Figure 1. M1 wires (run 1).
Supply wires on this layer in grey.
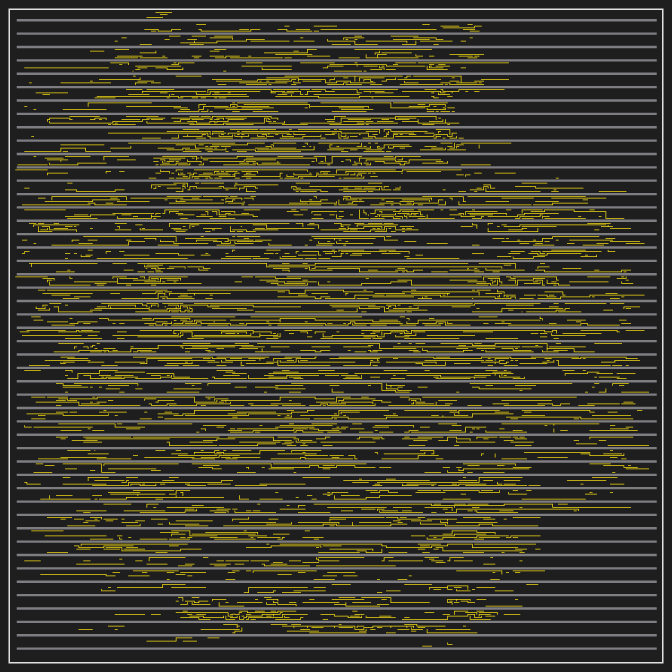
Figure 2. Met4 routing (run 1).
The bar under the picture is 50 µm long. Supply wires on this layer in grey.
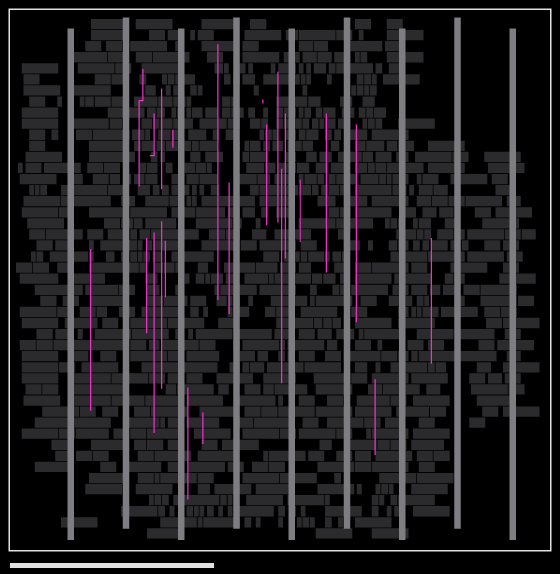
Figure 3. Routing congestion map (run 1).
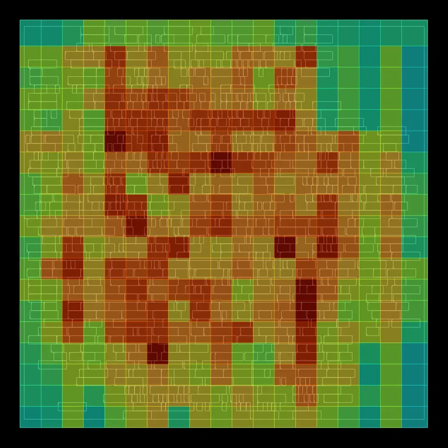
Figure 4. Cell area per tile (run 1).
13 x 13 tiles, from white (low) to dark blue (high), 0 to 100% covered.
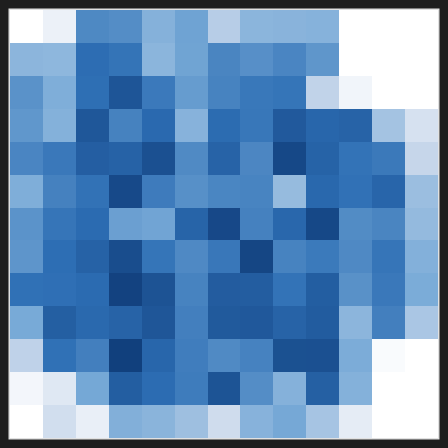
==> config.mk <==
export PLATFORM = sky130hd
export DESIGN_NAME = reg_op_unit
export DESIGN_NICKNAME = d
export VERILOG_FILES = /design/src/rtl/reg_op_pkg.sv /design/src/rtl/reg_op_alu.sv /design/src/rtl/reg_op_unit.sv
export SDC_FILE = /design/constraint.sdc
export NUM_CORES = 1
export LEC_CHECK = 0
export CAP_MARGIN = 20
export CORE_UTILIZATION = 55
export CTS_CLUSTER_DIAMETER = 150
export DETAILED_ROUTE_END_ITERATION = 7
export DONT_BUFFER_PORTS = 1
export GPL_ROUTABILITY_DRIVEN = 0
export PLACE_DENSITY = 0.7
export SYNTH_ARGS = -nofsm -noshare
export SYNTH_HDL_FRONTEND = slang
export SYNTH_HIERARCHICAL = 1
export SYNTH_SLANG_ARGS = --single-unit
==> constraint.sdc <==
create_clock -name clk -period 5.1 [get_ports clk]
set_input_delay 1.275 -clock clk [delete_from_list [all_inputs] [get_ports clk]]
set_output_delay 1.275 -clock clk [all_outputs]
set_load 0.02 [all_outputs]
==> out/qor.yml, run 1 <==
run_status:
  status: "complete, no violations"
die:
  die_h_um: 132.6
  boundaryPins: 55
  die_w_um: 132.6
synth:
  common_cells: "dfrtp_1 (180), mux2_2 (160), nand2_1 (57)"
  yosys_warnings: 6
  ys.flop_type: "dfrtp_1"
  most_common_cell: "dfrtp_1"
  synth-edff-count: 0
final_layout:
  comb-cell-share: 0.4480
  buffer_area_frac: 0.02579
  seq_area_um2: 4507
  final_common_cell: "dfrtp_1"
  drive_gt1_frac: 0.3140
  clkbuf_count: 17
  comb.multi_input.count: 557
  largest_class: "combinational gates"
  non_clock_inverter_count: 11
job:
  warning_count: 28
  drv_cap: 0
sta:
  finalCritPeriodShare: 0.8869
  maxSlewViolCount: 0
  worst_slew_pin_slew_ps: 1002
power:
  seq_cell_power_mw: 1.91
  switching_share: 0.3751
  p_int_mw: 2.792
  power_density_nw_per_um2: 434.3
cts:
  cts-root-buf: "clkbuf_16"
  clk_pin_slew_ps: 80
  cts_setup_buffers: 0
routing:
  top_layer: "met4"
  detail_route.vias_per_cell: 6.424
placement:
  port_buffers: 0
grt:
  grt_pass1_wl_um: 37580
Back to the opening pictures, Figure 1:
The wires run mostly horizontal. 802 nets have wire on it. The longest straight run is 56.6 µm.
DR vias: 6630
met1 Use GR: 0.3770

Back to the opening pictures, Figure 2:
The longest straight run is 62.6 µm. The wires run mostly vertical. 17 nets have wire on it. The layer carries 665 µm of wire.
Routed WL: 23200 µm

Back to the opening pictures, Figure 3:
post-layout util: 0.6181
Routed WL per cell: 22.48 µm

Back to the opening pictures, Figure 4:
The mean over all tiles is 57%. 28% of the tiles are over 75% full. The fullest tile reaches 94%. 8.9% of the tiles are nearly empty.
Placeable Area: 16640 µm²
fp_density: 0.5641

## run 1: worst max-delay path: stages (launching register included)
cell and delay [ps]:
dfrtp_2 870, buf_4 350, mux2i_1 140, o22ai_1 190, a21oi_1 60, o32ai_1 430
ha_1 390, a211oi_1 290, o211ai_1 160, a211oi_1 210, o21bai_1 150, o31ai_2 290
xnor2_1 120, o21ai_1 500, nand2_1 100, o21ai_0 170
## run 1: cells by family after synthesis
family / count (synthesis) / synth area share
AOI/OAI and AO/OA: 179 / 0.1221
muxes: 201 / 0.2546
DFF: 180 / 0.4798
buffers and inverters: 59 / 0.03092
xor gates and xnor gates: 14 / 0.01306
adders and majority gates: 16 / 0.02212
and+or+nand+nor: 147 / 0.07744
==> run 2, diff against run 1 <==
Settings changed: CORE_UTILIZATION 55 to 50, GPL_TIMING_DRIVEN set to 0, PLACE_DENSITY 0.7 to unset.
==> run 2 against run 1 <==
  * Synthesized cell count unchanged
  * Core utilization down 4.9 points
  * Via count up 1.3%
  * Clock skew down 5.9 ps
  * Non-clock buffer count up 22
  * Worst setup slack worse by 450 ps
  * Wire length up 5.9%
  * Combinational power up 19%
  * First-iteration DRC count down 19%
  * Final area up 0.78%
  * Die area up 9.9%
  * Global-route usage down 1.6 points
  * Largest cell class unchanged
  * Highest routed layer unchanged
==> out/qor.yml, run 2 <==
cts:
  cts_setup_buffers: 0  # unchanged
  cts-root-buf: "clkbuf_16"
final_layout:
  buffer_area_frac: 0.02921  # +0.003422
  drive_gt1_frac: 0.3058  # -0.008284
  comb-cell-share: 0.4453  # -0.002737
  clkbuf_count: 19  # +2
  final_common_cell: "dfrtp_1"
  comb.multi_input.count: 557  # unchanged
  seq_area_um2: 4504  # about the same
  utilization: 0.5693  # -0.04878
die:
  core_util_floorplan: 0.5156  # -0.04853
  core_area_um2: 18210  # +9.4%
  die_h_um: 139.0  # +4.8%
  die_w_um: 139.0  # +4.8%
  boundaryPins: 55  # unchanged
synth:
  most_common_cell: "dfrtp_1"
  synth-edff-count: 0  # unchanged
  ys.flop_type: "dfrtp_1"
  yosys_warnings: 6  # unchanged
worst_setup_path:
  cp_common_cell: "buf_4"
  max_stage_delay_ps: 460  # -410 ps
  path_cells: "buf_4 > buf_4 > clkbuf_4 > mux4_2 > a22o_1 > ha_1 > fa_1 > a211oi_2 > o21ai_1 > a221o_1 > a21o_1 > a31oi_2 > xor2_1 > o21ai_4 > mux2_1"
  crit_cells: 15  # unchanged
  crit_family: "AND-OR/OR-AND gates"
  crit_slowest_cell: "dfrtp_1"
power:
  seq_cell_power_mw: 1.77  # -7%
  power_density_nw_per_um2: 449.3  # +3.4%
  switching_share: 0.3684  # -0.006677
job:
  warning_count: 28  # unchanged
  drv_cap: 0  # unchanged
sta:
  finalCritPeriodShare: 0.9751  # +0.08825
  worst_slew_pin_slew_ps: 1153  # +151.2 ps
routing:
  detail_route.vias_per_cell: 6.318  # -1.7%
  wl_per_cell_um: 23.13  # +2.8%
run_status:
  status: "complete, no violations"
-- run 2: cell types whose count changed in the layout (fill, tap and decap cells not counted), moves of 4 or more --
cell and change:
buf_2 +17, buf_6 +6, clkinv_8 -4, o21ai_0 -6, clkbuf_1 +20, buf_4 -25
-- run 2: layer usage --
| layer | share of wire | track usage | vias to the layer above |
|---|---|---|---|
| met5 | 0 | 0 | - |
| met4 | 0.020 | 0.09006 | 0 |
| met3 | 0.050 | 0.04593 | 31 |
| met2 | 0.48 | 0.4187 | 200 |
| met1 | 0.45 | 0.3696 | 3504 |
| li1 | - | - | 2981 |
-- run 2: cells by family after synthesis --
logic type / synth area share
AOI/OAI and AO/OA: 0.1221
xor gates and xnor gates: 0.01306
adders and majority gates: 0.02212
buffers and inverters: 0.03092
DFF: 0.4798
muxes: 0.2546
and+or+nand+nor: 0.07744
Figure 5. Met4 routing (run 2).
The bar under the picture is 50 µm long. Supply wires on this layer in grey.
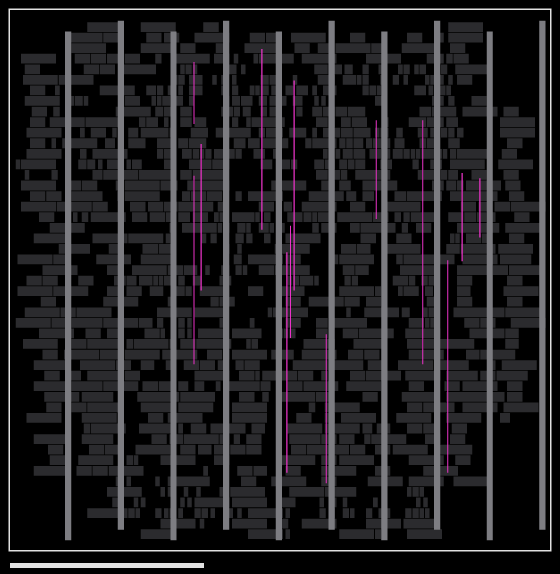
The layer carries 504 µm of wire. The layer holds 2.1% of the routed length. The longest straight run is 62.6 µm. 10 nets have wire on it. The wires run mostly vertical.
Routed WL: 24580 µm
DR vias: 6716

Power figures rest on the tool's default switching activity, not on a simulated workload.
